[config.mk]
export PLATFORM = sky130hd
export DESIGN_NAME = lz77_code_scheduler_flat
export DESIGN_NICKNAME = d
export VERILOG_FILES = /design/src/rtl/lz77_code_scheduler_if.sv /design/src/rtl/lz77_code_scheduler.sv /design/src/flat_wrapper.sv
export SDC_FILE = /design/constraint.sdc
export NUM_CORES = 1
export LEC_CHECK = 0
export CAP_MARGIN = 20
export CORE_ASPECT_RATIO = 1.5
export CORE_UTILIZATION = 48
export DETAILED_ROUTE_END_ITERATION = 16
export PLACE_DENSITY = 0.73
export SLEW_MARGIN = 20
export SYNTH_ARGS = -nofsm -noshare
export SYNTH_HDL_FRONTEND = slang
export SYNTH_SLANG_ARGS = --single-unit
[constraint.sdc]
create_clock -name clk -period 2.06 [get_ports clk]
set_input_delay 0.206 -clock clk [delete_from_list [all_inputs] [get_ports clk]]
set_output_delay 0.206 -clock clk [all_outputs]
set_load 0.02 [all_outputs]
[src/rtl/lz77_code_scheduler_if.sv]
// lz77_code_scheduler_if
//   Groups the codeword source handshake and the decoder-facing signals of
//   the LZ77 code scheduler.
//   Source side : in_valid, in_ready, in_pos, in_len, in_char
//   Decoder side: dec_ready, dec_code_pos, dec_code_len, dec_chardata,
//                 dec_finish
//   slave  - the scheduler (accepts codewords, drives the decoder)
//   master - the environment (code source plus decoder)
interface lz77_code_scheduler_if;
    logic       in_valid;
    logic       in_ready;
    logic [4:0] in_pos;
    logic [4:0] in_len;
    logic [7:0] in_char;
    logic       dec_ready;
    logic [4:0] dec_code_pos;
    logic [4:0] dec_code_len;
    logic [7:0] dec_chardata;
    logic       dec_finish;

    modport slave (
        input  in_valid, in_pos, in_len, in_char, dec_finish,
        output in_ready, dec_ready, dec_code_pos, dec_code_len, dec_chardata
    );

    modport master (
        output in_valid, in_pos, in_len, in_char, dec_finish,
        input  in_ready, dec_ready, dec_code_pos, dec_code_len, dec_chardata
    );
endinterface

[src/rtl/lz77_code_scheduler.sv]
// lz77_code_scheduler
//   Buffers LZ77 codewords (pos,len,char) in a small FIFO and presents each
//   one to the decoder for len+1 ready beats (len copy beats, then the
//   literal beat). Stops after the end-of-stream literal or on dec_finish.
// Ports
//   clk          rising-edge clock
//   rst_n        asynchronous active-low reset
//   start_i      pulse: IDLE->RUN, DONE->IDLE (ignored in RUN)
//   bus          codeword handshake + decoder interface (slave side)
//   busy_o       high while in RUN
//   done_o       one-cycle pulse on entry to DONE
//   err_o        sticky illegal-codeword flag, cleared by reset/start
//   char_count_o beats issued since start, saturating at 16'hFFFF
//
//   state  | meaning
//   S_IDLE | waiting for start, FIFO may be pre-loaded
//   S_RUN  | issuing decoder beats from the hold register
//   S_DONE | stream finished, FIFO/hold flushed, input blocked
module lz77_code_scheduler #(
    parameter int         DEPTH    = 4,
    parameter int         WINDOW   = 30,
    parameter logic [7:0] END_CHAR = 8'h24
) (
    input  logic                  clk,
    input  logic                  rst_n,
    input  logic                  start_i,
    lz77_code_scheduler_if.slave  bus,
    output logic                  busy_o,
    output logic                  done_o,
    output logic                  err_o,
    output logic [15:0]           char_count_o
);

    localparam int          AW       = $clog2(DEPTH);
    localparam logic [AW:0] FULL_CNT = (AW+1)'(DEPTH);
    localparam logic [5:0]  WIN      = 6'(WINDOW);

    typedef enum logic [1:0] {
        S_IDLE = 2'd0,
        S_RUN  = 2'd1,
        S_DONE = 2'd2
    } state_t;

    state_t state_q, state_d;

    // FIFO word layout: {char[17:10], len[9:5], pos[4:0]}
    logic [17:0]   mem_q [DEPTH];
    logic [AW-1:0] wr_ptr_q, wr_ptr_d;
    logic [AW-1:0] rd_ptr_q, rd_ptr_d;
    logic [AW:0]   count_q, count_d;

    logic [4:0]  hold_pos_q, hold_pos_d;
    logic [4:0]  hold_len_q, hold_len_d;
    logic [7:0]  hold_char_q, hold_char_d;
    logic        hold_valid_q, hold_valid_d;
    logic [4:0]  beat_q, beat_d;
    logic        err_q, err_d;
    logic        done_q, done_d;
    logic [15:0] char_count_q, char_count_d;

    logic        fifo_full, fifo_empty, illegal, push, pop;
    logic        fire, last_beat, terminate, start_ok;
    logic [17:0] push_word, head_word;

    assign fifo_full  = (count_q == FULL_CNT);
    assign fifo_empty = (count_q == '0);
    assign illegal    = ({1'b0, bus.in_pos} >= WIN) && (bus.in_len != 5'd0);
    // Out-of-window matches are kept as plain literals.
    assign push_word  = {bus.in_char, (illegal ? 5'd0 : bus.in_len), bus.in_pos};
    assign head_word  = mem_q[rd_ptr_q];
    assign push       = bus.in_valid && bus.in_ready;
    assign fire       = (state_q == S_RUN) && hold_valid_q;
    assign last_beat  = (beat_q == hold_len_q);
    // Refill on the last beat as well, so back-to-back codewords have no bubble.
    assign pop        = (state_q == S_RUN) && !fifo_empty && (!hold_valid_q || last_beat);
    assign terminate  = (state_q == S_RUN) &&
                        ((fire && last_beat && (hold_char_q == END_CHAR)) || bus.dec_finish);
    assign start_ok   = start_i && (state_q != S_RUN);

    // FSM: state register
    always_ff @(posedge clk or negedge rst_n) begin
        if (!rst_n) begin
            state_q <= S_IDLE;
        end else begin
            state_q <= state_d;
        end
    end

    // FSM: next-state logic
    always_comb begin
        state_d = state_q;
        case (state_q)
            S_IDLE:  if (start_i)   state_d = S_RUN;
            S_RUN:   if (terminate) state_d = S_DONE;
            S_DONE:  if (start_i)   state_d = S_IDLE;
            default:                state_d = S_IDLE;
        endcase
    end

    // FSM: outputs
    always_comb begin
        bus.in_ready     = !fifo_full && (state_q != S_DONE);
        bus.dec_ready    = fire;
        bus.dec_code_pos = hold_pos_q;
        bus.dec_code_len = hold_len_q;
        bus.dec_chardata = hold_char_q;
        busy_o           = (state_q == S_RUN);
        done_o           = done_q;
        err_o            = err_q;
        char_count_o     = char_count_q;
    end

    // Datapath next-state
    always_comb begin
        wr_ptr_d     = wr_ptr_q;
        rd_ptr_d     = rd_ptr_q;
        count_d      = count_q;
        hold_pos_d   = hold_pos_q;
        hold_len_d   = hold_len_q;
        hold_char_d  = hold_char_q;
        hold_valid_d = hold_valid_q;
        beat_d       = beat_q;
        err_d        = err_q;
        char_count_d = char_count_q;
        done_d       = terminate;

        if (push) wr_ptr_d = wr_ptr_q + 1'b1;
        if (pop)  rd_ptr_d = rd_ptr_q + 1'b1;
        case ({push, pop})
            2'b10:   count_d = count_q + 1'b1;
            2'b01:   count_d = count_q - 1'b1;
            default: count_d = count_q;
        endcase

        if (fire) beat_d = last_beat ? 5'd0 : beat_q + 1'b1;

        if (pop) begin
            hold_pos_d   = head_word[4:0];
            hold_len_d   = head_word[9:5];
            hold_char_d  = head_word[17:10];
            hold_valid_d = 1'b1;
        end else if (fire && last_beat) begin
            hold_valid_d = 1'b0;
        end

        // Entering DONE discards everything still queued.
        if (terminate) begin
            wr_ptr_d     = '0;
            rd_ptr_d     = '0;
            count_d      = '0;
            hold_pos_d   = '0;
            hold_len_d   = '0;
            hold_char_d  = '0;
            hold_valid_d = 1'b0;
            beat_d       = '0;
        end

        if (push && illegal) begin
            err_d = 1'b1;
        end else if (start_ok) begin
            err_d = 1'b0;
        end

        if ((state_q == S_IDLE) && start_i) begin
            char_count_d = '0;
        end else if (fire && (char_count_q != 16'hFFFF)) begin
            char_count_d = char_count_q + 16'd1;
        end
    end

    always_ff @(posedge clk or negedge rst_n) begin
        if (!rst_n) begin
            wr_ptr_q     <= '0;
            rd_ptr_q     <= '0;
            count_q      <= '0;
            hold_pos_q   <= '0;
            hold_len_q   <= '0;
            hold_char_q  <= '0;
            hold_valid_q <= 1'b0;
            beat_q       <= '0;
            err_q        <= 1'b0;
            done_q       <= 1'b0;
            char_count_q <= '0;
        end else begin
            wr_ptr_q     <= wr_ptr_d;
            rd_ptr_q     <= rd_ptr_d;
            count_q      <= count_d;
            hold_pos_q   <= hold_pos_d;
            hold_len_q   <= hold_len_d;
            hold_char_q  <= hold_char_d;
            hold_valid_q <= hold_valid_d;
            beat_q       <= beat_d;
            err_q        <= err_d;
            done_q       <= done_d;
            char_count_q <= char_count_d;
        end
    end

    // Storage needs no reset: occupancy is tracked by the pointers.
    always_ff @(posedge clk) begin
        if (push) mem_q[wr_ptr_q] <= push_word;
    end

endmodule

[src/flat_wrapper.sv]
// flat-port wrapper written by rule: the top's interface ports become plain ports
module lz77_code_scheduler_flat 
#(
    parameter int         DEPTH    = 4,
    parameter int         WINDOW   = 30,
    parameter logic [7:0] END_CHAR = 8'h24
)
  (clk, rst_n, start_i, busy_o, done_o, err_o, char_count_o, bus_in_valid, bus_in_pos, bus_in_len, bus_in_char, bus_dec_finish, bus_in_ready, bus_dec_ready, bus_dec_code_pos, bus_dec_code_len, bus_dec_chardata);
  lz77_code_scheduler_if bus_i ();
  input  logic clk;
  input  logic rst_n;
  input  logic start_i;
  output logic busy_o;
  output logic done_o;
  output logic err_o;
  output logic [15:0] char_count_o;
  input wire logic [$bits(bus_i.in_valid)-1:0] bus_in_valid;
  input wire logic [$bits(bus_i.in_pos)-1:0] bus_in_pos;
  input wire logic [$bits(bus_i.in_len)-1:0] bus_in_len;
  input wire logic [$bits(bus_i.in_char)-1:0] bus_in_char;
  input wire logic [$bits(bus_i.dec_finish)-1:0] bus_dec_finish;
  output wire logic [$bits(bus_i.in_ready)-1:0] bus_in_ready;
  output wire logic [$bits(bus_i.dec_ready)-1:0] bus_dec_ready;
  output wire logic [$bits(bus_i.dec_code_pos)-1:0] bus_dec_code_pos;
  output wire logic [$bits(bus_i.dec_code_len)-1:0] bus_dec_code_len;
  output wire logic [$bits(bus_i.dec_chardata)-1:0] bus_dec_chardata;
  assign bus_i.in_valid = bus_in_valid;
  assign bus_i.in_pos = bus_in_pos;
  assign bus_i.in_len = bus_in_len;
  assign bus_i.in_char = bus_in_char;
  assign bus_i.dec_finish = bus_dec_finish;
  assign bus_in_ready = bus_i.in_ready;
  assign bus_dec_ready = bus_i.dec_ready;
  assign bus_dec_code_pos = bus_i.dec_code_pos;
  assign bus_dec_code_len = bus_i.dec_code_len;
  assign bus_dec_chardata = bus_i.dec_chardata;
  lz77_code_scheduler #(.DEPTH(DEPTH), .WINDOW(WINDOW), .END_CHAR(END_CHAR)) u_core (.clk(clk), .rst_n(rst_n), .start_i(start_i), .bus(bus_i), .busy_o(busy_o), .done_o(done_o), .err_o(err_o), .char_count_o(char_count_o));
endmodule
### Gate families picked out

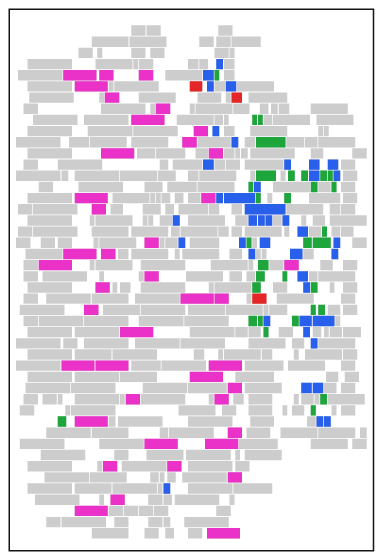
[red] AND-OR and OR-AND gates | cells: 3
[blue] inverting AOI/OAI gates | cells: 41 | most used: o21ai_0
[green] NAND gates | cells: 32 | most used: nand2_1
[magenta] multiplexers | cells: 42 | most used: mux2i_1
top logic cell by instance count in the layout: edfxtp_1
post-route non-filler standard cell count: 613
fraction of area in multi-input gates: 26.6%

### Routing congestion map

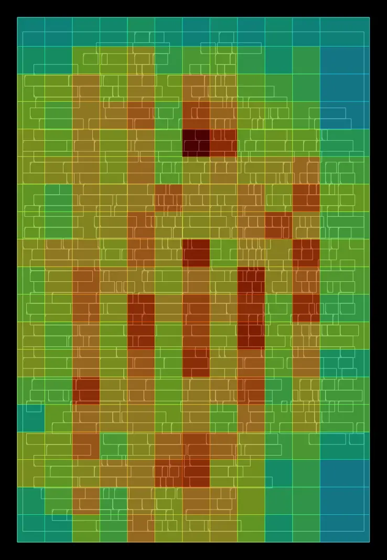
global-route usage over all layers: 20.6%
WL per Instance: 17.6 um
met2 Usage GRT: 36.3%
GR Layer Usage met1: 22.6%
met3 Use GR: 6.03%

==> deck_impl_summary.md <==
Run Summary

Yosys
  • Yosys chip area: 5370 sq um
  • Top-count cell post-synth: edfxtp_1
  • Yosys cell types: 49
  • Ys async rst share: 41.5%
  • Synth top area cells: edfxtp_1 40%, dfrtp_1 24%, mux4_2 7.6%

Final layout
  • Share of final-layout standard cells stronger than drive strength 1: 20.9%
  • Nets: 486
  • Reg area: 3450 sq um
  • Layout clock buffers: 20

Placement
  • Post-DP HPWL: 7240 um

Pwr
  • Clock power share: 27.9%
  • Gate power share: 35.4%
  • P per Cell Area: 1400 nW/um^2
  • VDD IR-drop max: 0.000968 V
  • NetSw: 3.19 mW

Floorplan
  • Fp util: 50.1%
  • Num ports: 62
  • Core Footprint: 10700 sq um
  • Die area: 11600 sq um
  • Num tapcells: 144

Route
  • Metal3 WL: 415 um
  • Number of iterations in the first detailed-routing pass: 4
  • Met1 WL: 4070 um

Timing
  • Count of final max-slew check failures: 0
  • Post-route clock skew: 14.4 ps

Clock tree
  • TritonCTS Buffers: 17
  • Setup Buffers After CTS: 0
  • Clk slew on worst S/H paths: 50 ps
  • CTS H-tree depth: 4
  • CTS Hold Buffers Added: 1

Critical path
  • CP endpoint kind: register
  • Max FO, Critical Path: 5
  • Cell depth of the worst flop-to-flop path: 8
  • Delay of the slowest critical-path stage: 410 ps

Global route
  • Grt peak-use layer: met2
  • Global-route wire length before repair: 17500 um
  • Largest net degree at the start of global routing: 29
  • Vias in the first global route: 3501

Run status
  • Status: completed
### Routed metal, one colour a layer

Two of the layers only.
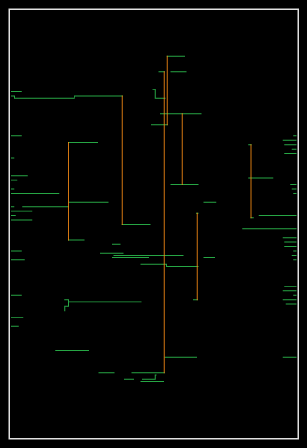
[green] metal 3 | wire length: 415 um
[orange] metal 4 | wire length: 254 um
DRT Wirelength: 10800 um
via count: 3337

-- power groups by stage --
stage / combinational, mW / sequential (mW) / clock, mW
5_1_grt: 3.73 / 3.62 / 2.87
3_3_place_gp: 3.35 / 3.56 / 0
4_1_cts: 3.46 / 3.56 / 2.76
3_5_place_dp: 3.45 / 3.59 / 0
2_1_floorplan: 2.04 / 3.72 / 0
6_report: 3.44 / 3.56 / 2.71
-- kinds of logic after synthesis --
logic type      count (synthesis)  share of synthesized area, %
xor+xnor                       19                          3.24
mux                            42                          12.0
flops                         123                          64.1
buf+inv                        23                          2.29
fa+ha+maj                       7                          1.77
compound gates                 44                          5.90
simple gates                  105                          10.7
Power and IR drop assume default switching activity.
